===== src/rtl/crossing_pkg.sv =====
// rtl/crossing_pkg.sv - shared types and constants for the level-crossing track arbiter
package crossing_pkg;

  typedef enum logic [2:0] {
    IDLE,
    WARN,
    LOWER,
    GRANT,
    OCCUPIED,
    RAISE
  } state_t;

  typedef enum logic {
    DIR_E = 1'b0,
    DIR_W = 1'b1
  } dir_t;

  localparam logic BARRIER_UP = 1'b1;
  localparam logic BARRIER_DN = 1'b0;

  function automatic dir_t opposite_dir(input dir_t d);
    return (d == DIR_E) ? DIR_W : DIR_E;
  endfunction

endpackage


===== src/rtl/crossing_timer.sv =====
// rtl/crossing_timer.sv - loadable saturating up-counter with clear, enable and terminal-count compare
module crossing_timer #(
  parameter int W = 5
) (
  input  logic         clk,
  input  logic         rst,
  input  logic         clr,
  input  logic         en,
  input  logic         load,
  input  logic [W-1:0] load_val,
  input  logic [W-1:0] tc_val,
  output logic [W-1:0] count,
  output logic         tc
);

  logic [W-1:0] count_q;
  logic [W-1:0] count_d;

  // Saturate at all-ones so a long car blockage can never wrap back into the WARN window.
  always_comb begin
    count_d = count_q;
    if (clr) begin
      count_d = '0;
    end else if (load) begin
      count_d = load_val;
    end else if (en && (count_q != {W{1'b1}})) begin
      count_d = count_q + 1'b1;
    end
  end

  always_ff @(posedge clk or negedge rst) begin
    if (!rst) begin
      count_q <= '0;
    end else begin
      count_q <= count_d;
    end
  end

  assign count = count_q;
  assign tc    = (count_q >= tc_val);

endmodule


===== src/rtl/crossing_track_arbiter.sv =====
// rtl/crossing_track_arbiter.sv - single-track section arbiter sequencing lamps, barrier and signals
module crossing_track_arbiter
  import crossing_pkg::*;
#(
  parameter int WARN_CYC = 8,
  parameter int CAR_TO   = 16,
  parameter int HOLD_CYC = 4
) (
  input  logic clk,
  input  logic rst,
  input  logic req_e,
  input  logic req_w,
  input  logic exit_e,
  input  logic exit_w,
  input  logic car,
  output logic grant_e,
  output logic grant_w,
  output logic barrier_ctrl,
  output logic lamp,
  output logic car_fault,
  output logic busy
);

  localparam int CNT_MAX = ((WARN_CYC + CAR_TO) > HOLD_CYC) ? (WARN_CYC + CAR_TO) : HOLD_CYC;
  localparam int CNT_W   = $clog2(CNT_MAX + 1);

  localparam logic [CNT_W-1:0] WARN_TC  = CNT_W'(WARN_CYC - 1);
  localparam logic [CNT_W-1:0] HOLD_TC  = CNT_W'(HOLD_CYC - 1);
  // Registered fault, so it is raised one count early to appear CAR_TO cycles past expiry.
  localparam logic [CNT_W-1:0] FAULT_TC = CNT_W'(WARN_CYC + CAR_TO - 2);

  state_t state_q, state_d;
  dir_t   sel_q, sel_d;
  dir_t   last_q, last_d;
  logic   grant_e_q, grant_e_d;
  logic   grant_w_q, grant_w_d;
  logic   barrier_q, barrier_d;
  logic   lamp_q, lamp_d;
  logic   car_fault_q, car_fault_d;
  logic   busy_q, busy_d;

  logic [CNT_W-1:0] count;
  logic [CNT_W-1:0] tc_val;
  logic             tc;
  logic             timer_clr;
  logic             req_sel;
  logic             far_exit;

  assign tc_val    = (state_q == RAISE) ? HOLD_TC : WARN_TC;
  assign timer_clr = (state_d != state_q) || (state_q == IDLE);

  crossing_timer #(.W(CNT_W)) u_timer (
    .clk      (clk),
    .rst      (rst),
    .clr      (timer_clr),
    .en       (1'b1),
    .load     (1'b0),
    .load_val ({CNT_W{1'b0}}),
    .tc_val   (tc_val),
    .count    (count),
    .tc       (tc)
  );

  assign req_sel  = (sel_q == DIR_E) ? req_e : req_w;
  assign far_exit = (sel_q == DIR_E) ? exit_w : exit_e;

  always_comb begin
    state_d = state_q;
    sel_d   = sel_q;
    last_d  = last_q;
    case (state_q)
      IDLE: begin
        if (req_e || req_w) begin
          state_d = WARN;
          if (req_e && req_w) begin
            sel_d = opposite_dir(last_q);
          end else begin
            sel_d = req_e ? DIR_E : DIR_W;
          end
        end
      end
      WARN:     if (tc && !car) state_d = LOWER;
      LOWER:    state_d = GRANT;
      GRANT: begin
        if (!req_sel) begin
          state_d = OCCUPIED;
          last_d  = sel_q;
        end
      end
      OCCUPIED: if (far_exit) state_d = RAISE;
      RAISE:    if (tc) state_d = IDLE;
      default:  state_d = IDLE;
    endcase

    // Outputs are decoded from the next state so they change on the same edge as the state.
    grant_e_d   = (state_d == GRANT) && (sel_d == DIR_E);
    grant_w_d   = (state_d == GRANT) && (sel_d == DIR_W);
    barrier_d   = ((state_d == LOWER) || (state_d == GRANT) || (state_d == OCCUPIED))
                  ? BARRIER_DN : BARRIER_UP;
    lamp_d      = (state_d != IDLE);
    busy_d      = (state_d != IDLE);
    car_fault_d = (state_q == WARN) && car && (count >= FAULT_TC);
  end

  always_ff @(posedge clk or negedge rst) begin
    if (!rst) begin
      state_q     <= IDLE;
      sel_q       <= DIR_E;
      last_q      <= DIR_W;
      grant_e_q   <= 1'b0;
      grant_w_q   <= 1'b0;
      barrier_q   <= BARRIER_UP;
      lamp_q      <= 1'b0;
      car_fault_q <= 1'b0;
      busy_q      <= 1'b0;
    end else begin
      state_q     <= state_d;
      sel_q       <= sel_d;
      last_q      <= last_d;
      grant_e_q   <= grant_e_d;
      grant_w_q   <= grant_w_d;
      barrier_q   <= barrier_d;
      lamp_q      <= lamp_d;
      car_fault_q <= car_fault_d;
      busy_q      <= busy_d;
    end
  end

  assign grant_e      = grant_e_q;
  assign grant_w      = grant_w_q;
  assign barrier_ctrl = barrier_q;
  assign lamp         = lamp_q;
  assign car_fault    = car_fault_q;
  assign busy         = busy_q;

endmodule


===== config.mk =====
export PLATFORM = sky130hd
export DESIGN_NAME = crossing_track_arbiter
export DESIGN_NICKNAME = d
export VERILOG_FILES = /design/src/rtl/crossing_pkg.sv /design/src/rtl/crossing_timer.sv /design/src/rtl/crossing_track_arbiter.sv
export SDC_FILE = /design/constraint.sdc
export NUM_CORES = 1
export LEC_CHECK = 0
export ABC_AREA = 1
export CELL_PAD_IN_SITES_DETAIL_PLACEMENT = 1
export CELL_PAD_IN_SITES_GLOBAL_PLACEMENT = 1
export CORE_MARGIN = 2
export CORE_UTILIZATION = 40
export DETAILED_ROUTE_END_ITERATION = 7
export GPL_ROUTABILITY_DRIVEN = 0
export PLACE_DENSITY_LB_ADDON = 0.2
export SYNTH_ARGS = -nofsm -noshare
export SYNTH_HDL_FRONTEND = slang
export SYNTH_HIERARCHICAL = 1
export SYNTH_SLANG_ARGS = --single-unit

===== constraint.sdc =====
create_clock -name clk -period 6 [get_ports clk]
set_clock_uncertainty 0.05 [all_clocks]
set_input_delay 1.2 -clock clk [delete_from_list [all_inputs] [get_ports clk]]
set_output_delay 1.2 -clock clk [all_outputs]
set_load 0.01 [all_outputs]

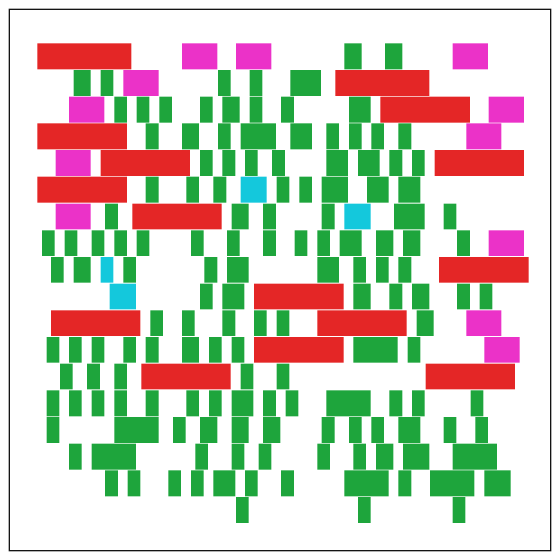
run_1/placement_by_type.png
- clock drivers and dummy loads: cyan (cells 4; share of their area 2.2%)
- combinational and other logic: green (cells 147; share of their area 57%)
- sequential cells: red (cells 15; share of their area 31%)
- remaining buffers and delay cells: magenta (cells 12; share of their area 9.9%)
final core utilization: 50.7%
FP Rows: 18
Seq/total area: 30.1%
fin area: 0.00126 mm2

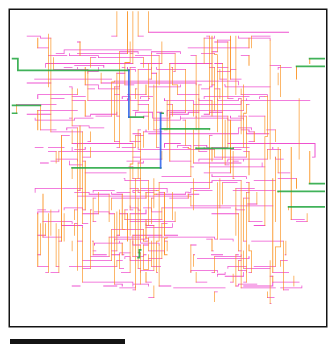
run_1/wires.png
Bar = 20 um.
- metal 4: blue (wire length 17.7 um)
- metal 2: orange (wire length 1,210 um)
- metal 1: magenta (wire length 1,190 um)
- metal 3: green (wire length 86.9 um)
GR Util All Layers: 19.1%
final wirelength: 2500 um

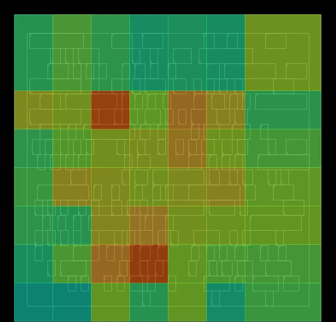
run_1/congestion.png
met2 Usage GRT: 32.1%
global-route met1 utilization: 24.1%
met3 Use GR: 5.65%

[run 1: report_power, final]
group	internal [uW]	switching, uW	leakage [uW]
combinational	106	173	0.000489
sequential	141	46.5	0.000190
clock	25.9	33.7	0.0000150
total	273	253	0.000694
[run 1: synth_stat cells (all sizes together)]
| library cell | n |
|---|---|
| nand4 | 5 |
| nand3b | 1 |
| dfstp | 2 |
| a21o | 1 |
| dfrtp | 13 |
| o211ai | 1 |
| nand2 | 55 |
| buf | 2 |
| nand3 | 8 |
| a21oi | 6 |
| inv | 25 |
| nor2 | 17 |
| nor3 | 3 |
| o21ai | 3 |
| conb | 2 |
| ha | 7 |
[run 1: cell families (layout without fill, tap and decap cells)]
kind of cell	count (synthesis)	count (layout)	synth area share [%]
buffers and inverters	27	41	10.8
DFF	15	15	36.3
and+or+nand+nor	89	89	37.3
AOI/OAI and AO/OA	11	11	6.48
adders and majority gates	7	7	8.40
other	2	15	0.721
[run 1: flip-flops by register name (all words and copies together), names as in the netlist]
signal         count
busy               1
last_q             1
u_timer/count      5
state_q            3
barrier_ctrl       1
grant_e            1
car_fault          1
sel_q              1
grant_w            1
[run 1: through the flow]
step	worst slack (ps)	instances	cell area [um2]
after floorplan	3870	164	1090
after global placement	3230	204	1230
after detailed placement	3150	204	1230
after CTS	3380	208	1260
after global routing	3300	208	1260
final	3390	208	1260
[run 1: per-layer routing]
layer / wire length [um] / GRT usage [%] / vias to the layer above / part of all wire, %
met3: 86 / 5.65 / 5 / 3.4
met5: 0 / 0 / - / 0
met4: 17 / 4.07 / 0 / 0.68
met1: 1190 / 24.1 / 459 / 47
met2: 1210 / 32.1 / 15 / 48
li1: - / - / 512 / -
==> deck_impl_summary.md, run 1 <==
Implementation Results

Final timing
  • Rel. slew slack: 54.9%
  • Fin. max-slew vios: 0
  • RSZ-0062 raised after global routing: false
  • Post-layout period usage: 43.6%
  • Hold Vio Cnt, Final: 0
  • Setup violators final: 0
  • Min Tclk post-route: 2610 ps
  • Setup_tns: 0 ps

GRT
  • Vias in the first global route: 952
  • Initial antenna violation count: 0
  • Global-route wire length before repair: 4040 um
  • Pin count of the biggest net entering global routing: 16
  • GRT Residual Overflow: 0

Job
  • Number of max-cap violations: 0
  • Count of tool warnings: 26

Setup path
  • Crit path launch: barrier_ctrl
  • CP endpoint: barrier_ctrl
  • CP Launch Type: flop
  • Crit-path cells: clkdlybuf4s50_1
  • R2r endpoint: u_timer/count[4]
  • Crit Reg-Reg Startpoint: state_q[0]
  • Crit path required time: 4750 ps
  • CP Depth: 1
  • CP max FO: 1
  • Bufs and invs on worst path: 1
  • Worst reg2reg path depth: 15

Clock network
  • Worst-path clk slew: 90 ps
  • CTS H-tree depth: 1
  • Clk sinks: 15
  • Cts repair resizes: 0
  • Cts bufs inserted: 3
  • # Post-CTS Setup Buffers: 0
  • Clock Path Buffers: 2
  • CTS tree: built
  • CTS root buffer: clkbuf_4

Cells and area
  • Seq. cell area: 378 um2
  • Dominant kind of cell: logic gates
  • Buffers excl. clock: 12
  • Inverters excl. clock: 25
  • FILL cells: 338
  • Signal buf overhead: 9.56%
  • Flop Count: 15
  • Logic area: 601 um2
  • Logic share of the area: 47.8%
  • Most numerous logic cell after layout: nand2_1
  • Final clock-cell share: 2.09%
  • Top Layout Cells: nand2_1 (51), inv_1 (21), conb_1 (15), nor2_1 (13), dfrtp_1 (13)
  • Clock buffers: 4
  • Layout cells sized above 1: 11.2%
  • Ant. Diodes: 0
  • Nets: 193
  • Comb_multi_in: 122

Routing
  • Mean routed wirelength per cell: 12.0 um
  • Vias: 991
  • Routed Antenna Nets: 0
  • Via density: 4.76
  • Remaining DRCs: 0
  • Initial drt markers: 16
  • First-pass DRT Iterations: 4

Die
  • Core box area: 0.00248 mm2
  • Die width: 55.0 um
  • Initial Util: 42.1%
  • Die Y: 55.0 um
  • Die Area: 0.00303 mm2
  • N_taps: 30

Pwr
  • Maximum vdd ir drop: 0.233 mV
  • Final Power: 526 uW
  • Power per cell area: 419 mW/mm2
  • Leak: 0.000694 uW

Min path
  • WHS Path Cells: 2
  • Worst Hold Class: reg -> reg
  • Hold_sp: last_q
  • Hold path endpoint: last_q

Placed design
  • Detailed placement HPWL: 2030 um
  • IO Port Bufs: 12

Logic synthesis
  • Instance tally after logic synthesis: 151
  • Syn_area_per_cell: 6.90 um2
  • Cell area after synthesis: 0.00104 mm2
  • Yosys stat chip area: 0.00104 mm2
  • Seq/Total Area, Yosys: 36.3%
  • Yosys reg bits: 15
  • Yosys Instances: 151
  • Top cell area share: 31.2%
  • Synth cell types: 22

Status
  • Status: completed
==> run 2, diff against run 1 <==
- CORE_UTILIZATION: 40 -> 38
- clock period: 6 -> 2.56 ns (I/O delays scaled with it)
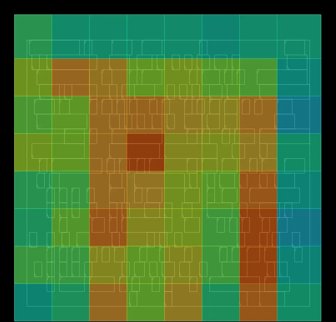
run_2/congestion.png
global-route met1 utilization: 25.0%
GRT Max-Usage Layer: met2
final core utilization: 52.7%
met3 Use GR: 3.23%

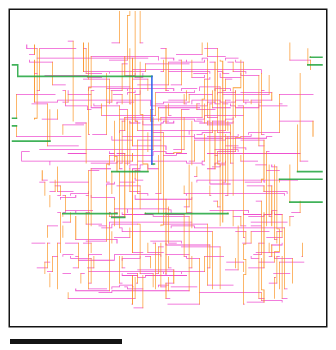
run_2/wires.png
Bar = 20 um.
- metal 3: green (wire length 90.6 um)
- metal 2: orange (wire length 1,290 um)
- metal 1: magenta (wire length 1,290 um)
- metal 4: blue (wire length 15.6 um)
Vias: 1,040
final wirelength: 2680 um

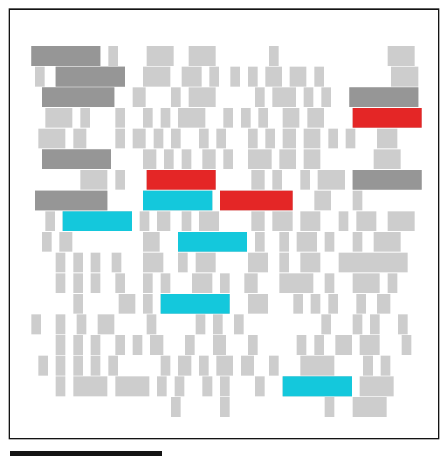
run_2/flops_by_reg.png
Bar = 20 um.
- state_q: red (placed flops 3)
- u_timer/count: cyan (placed flops 5)
- not coloured: 7
Seq/total area: 28.3%
Seq. cell area: 379 um2
Sequential Power: 404 uW

==> run 2 against run 1 <==
- sequential cell count is the same
- count of clock-buffer cells in the layout shrank 1
- total power increased to 2.6 times the previous value
- design area rose by 6.8%
- area after synthesis did not move
- combinational power rose to 2.8 times the previous value
- via count is 4.9% higher
==> deck_impl_summary.md, run 2 <==
Implementation Results

Final timing
  • Fmax: 0.425 GHz
  • Fin. max-slew vios: 0 (unchanged)
  • Setup_tns: 0 ps (unchanged)
  • PnR worst setup slack: 209 ps (-3180 ps)
  • Min Tclk post-route: 2350 ps
  • Setup violators final: 0 (unchanged)
  • Rel. slew slack: 54.3% (-0.60 points)
  • Post-layout period usage: 91.8%
  • Hold Vio Cnt, Final: 0 (unchanged)

Setup path
  • CP Launch Type: flop
  • Crit path top cell by count: nand2_1
  • Bufs and invs on worst path: 3 (+2)
  • Worst stage delay on the critical path: 460 ps
  • Crit-path cells: nand3_2 -> inv_1 -> ha_4 -> nand2_1 -> nor3_2 -> nand3b_1 -> inv_1 -> nand4_1 -> nand2_1 -> nor2_2 -> nand2_2 -> nand2_1 -> nand2_1 -> inv_1 -> nand2_2 -> nor2_1 -> nand2_1 -> nand2_1
  • Crit path required time: 2740 ps (-2010 ps)
  • CP delay by family, top: simple AND/OR/NAND/NOR gates
  • CP Depth: 18 (+17)

Routing
  • Initial drt markers: 19 (+3)
  • Remaining DRCs: 0 (unchanged)
  • Mean routed wirelength per cell: 12.4 um (+3.4%)
  • First-pass DRT Iterations: 4 (unchanged)
  • Routed Antenna Nets: 0 (unchanged)

GRT
  • Pin count of the biggest net entering global routing: 16 (unchanged)
  • Global-route wire length before repair: 4730 um (+17%)
  • GRT Residual Overflow: 0 (unchanged)
  • Vias in the first global route: 1,077 (+13%)

Job
  • Number of max-cap violations: 0 (unchanged)
  • Count of tool warnings: 26 (unchanged)

Pwr
  • Maximum vdd ir drop: 0.610 mV (+160%)
  • Power per cell area: 1000 mW/mm2 (+140%)
  • Leak: 0.000734 uW (+5.9%)
  • Final Power: 1350 uW (+160%)

Die
  • FP Rows: 18 (unchanged)
  • Die width: 56.4 um (+2.4%)
  • Die Y: 56.4 um (+2.4%)
  • Initial Util: 41.0% (-1.1 points)
  • Die Area: 0.00318 mm2 (+4.9%)
  • Core box area: 0.00254 mm2 (+2.7%)

Placed design
  • Dpl ws: 150 ps (-3000 ps)
  • Placed Area: 0.00126 mm2 (+2.4%)
  • Detailed placement HPWL: 2160 um (+6.7%)
  • DP Cell Count: 208 (+2.0%)
  • IO Port Bufs: 12 (unchanged)

Cells and area
  • Fin area: 0.00134 mm2 (+6.8%)
  • Nets: 201 (+4.1%)
  • Top Layout Cells: nand2_1 (51), inv_1 (21), conb_1 (15), nor2_1 (13)
  • Most numerous logic cell after layout: nand2_1
  • Layout Cells excl Fill: 216 (+3.8%)
  • Layout cells sized above 1: 17.7% (+6.5 points)
  • Ant. Diodes: 0 (unchanged)
  • FILL cells: 344 (+1.8%)
  • Max reg flops: 5 (unchanged)

Clock network
  • Clock Path Buffers: 2 (unchanged)
  • CTS tree: built
  • CTS H-tree depth: 1 (unchanged)
  • CTS root buffer: clkbuf_4
  • Worst-path clk slew: 110 ps (+20 ps)
  • Clk sinks: 15 (unchanged)
  • Cts bufs inserted: 3 (unchanged)

Logic synthesis
  • Syn_area_per_cell: 6.90 um2 (unchanged)
  • Cell area after synthesis: 0.00104 mm2 (unchanged)
  • Yosys stat chip area: 0.00104 mm2 (unchanged)
  • YS warnings: 6
  • Yosys Instances: 151 (unchanged)
  • Count leader, synth: nand2_1
  • Top cell area share: 31.2% (unchanged)
  • Instance tally after logic synthesis: 151 (unchanged)
  • Number of flops mapped to enable cells by yosys: 0 (unchanged)
  • Yosys reg bits: 15 (unchanged)
  • Top cells by instance count after synthesis: nand2_1 (51), inv_1 (21), dfrtp_1 (13), nor2_1 (13)
  • Top FF cell, synth: dfrtp_1
  • Synth cell types: 22 (unchanged)

Min path
  • Worst Hold Class: reg -> reg
  • WHS Path Cells: 2 (unchanged)

Status
  • Status: completed
## run 2: cell counts after synthesis
Identical to the previous run, type by type.
## run 2: routing by layer
layer / part of all wire [%] / global-route usage [%] / wire length, um
met1: 48 / 25.0 / 1290
met2: 48 / 31.8 / 1290
met3: 3.4 / 3.23 / 90
met4: 0.56 / 5.10 / 15
met5: 0 / 0 / 0
## run 2: area by class of cell
type,instances,area (um2),area share (%)
clock inverters,1,5.00,0.373
flip-flops and latches,15,379,28.3
inverters,25,93.8,7.00
clock buffers,3,22.5,1.68
multi-input cells,122,623,46.5
repair buffers,20,180,13.4
well taps,30,37.5,2.80
## run 2: path summary, 6_finish.rpt
| kind | to | start | slack, ps |
|---|---|---|---|
| hold / removal | last_q | last_q | 490 |
| hold reg to reg | last_q | last_q | 490 |
| max in group asynchronous | state_q[2] | rst | 1430 |
| setup / recovery | u_timer/count[3] | state_q[2] | 210 |
| setup reg to reg | u_timer/count[3] | state_q[2] | 210 |
| min in group asynchronous | car_fault | rst | 560 |
## run 2: logic make-up (layout without fill, tap and decap cells)
family                   after synthesis  count (layout)  synth area share [%]
other                                  2              15                 0.721
adder cells (fa/ha/maj)                7               7                  8.40
buffers and inverters                 27              49                  10.8
AND/OR/NAND/NOR                       89              89                  37.3
AND-OR/OR-AND                         11              11                  6.48
flip-flops                            15              15                  36.3
## run 2: report_power, final
group | total, uW | leakage (uW) | internal, uW | switching (uW)
Clock | 148 | 0.0000177 | 58.2 | 90.2
Sequential | 404 | 0.000188 | 331 | 73.1
Combinational | 795 | 0.000528 | 315 | 480
## run 2: what timing repair did
action / 4_1_cts / 5_1_grt
resized: 0 / 4
hold buffers: 0 / 0
setup buffers: 0 / 4
setup endpoints to repair: 0 / 5
Power is estimated from default activity; no workload was simulated.
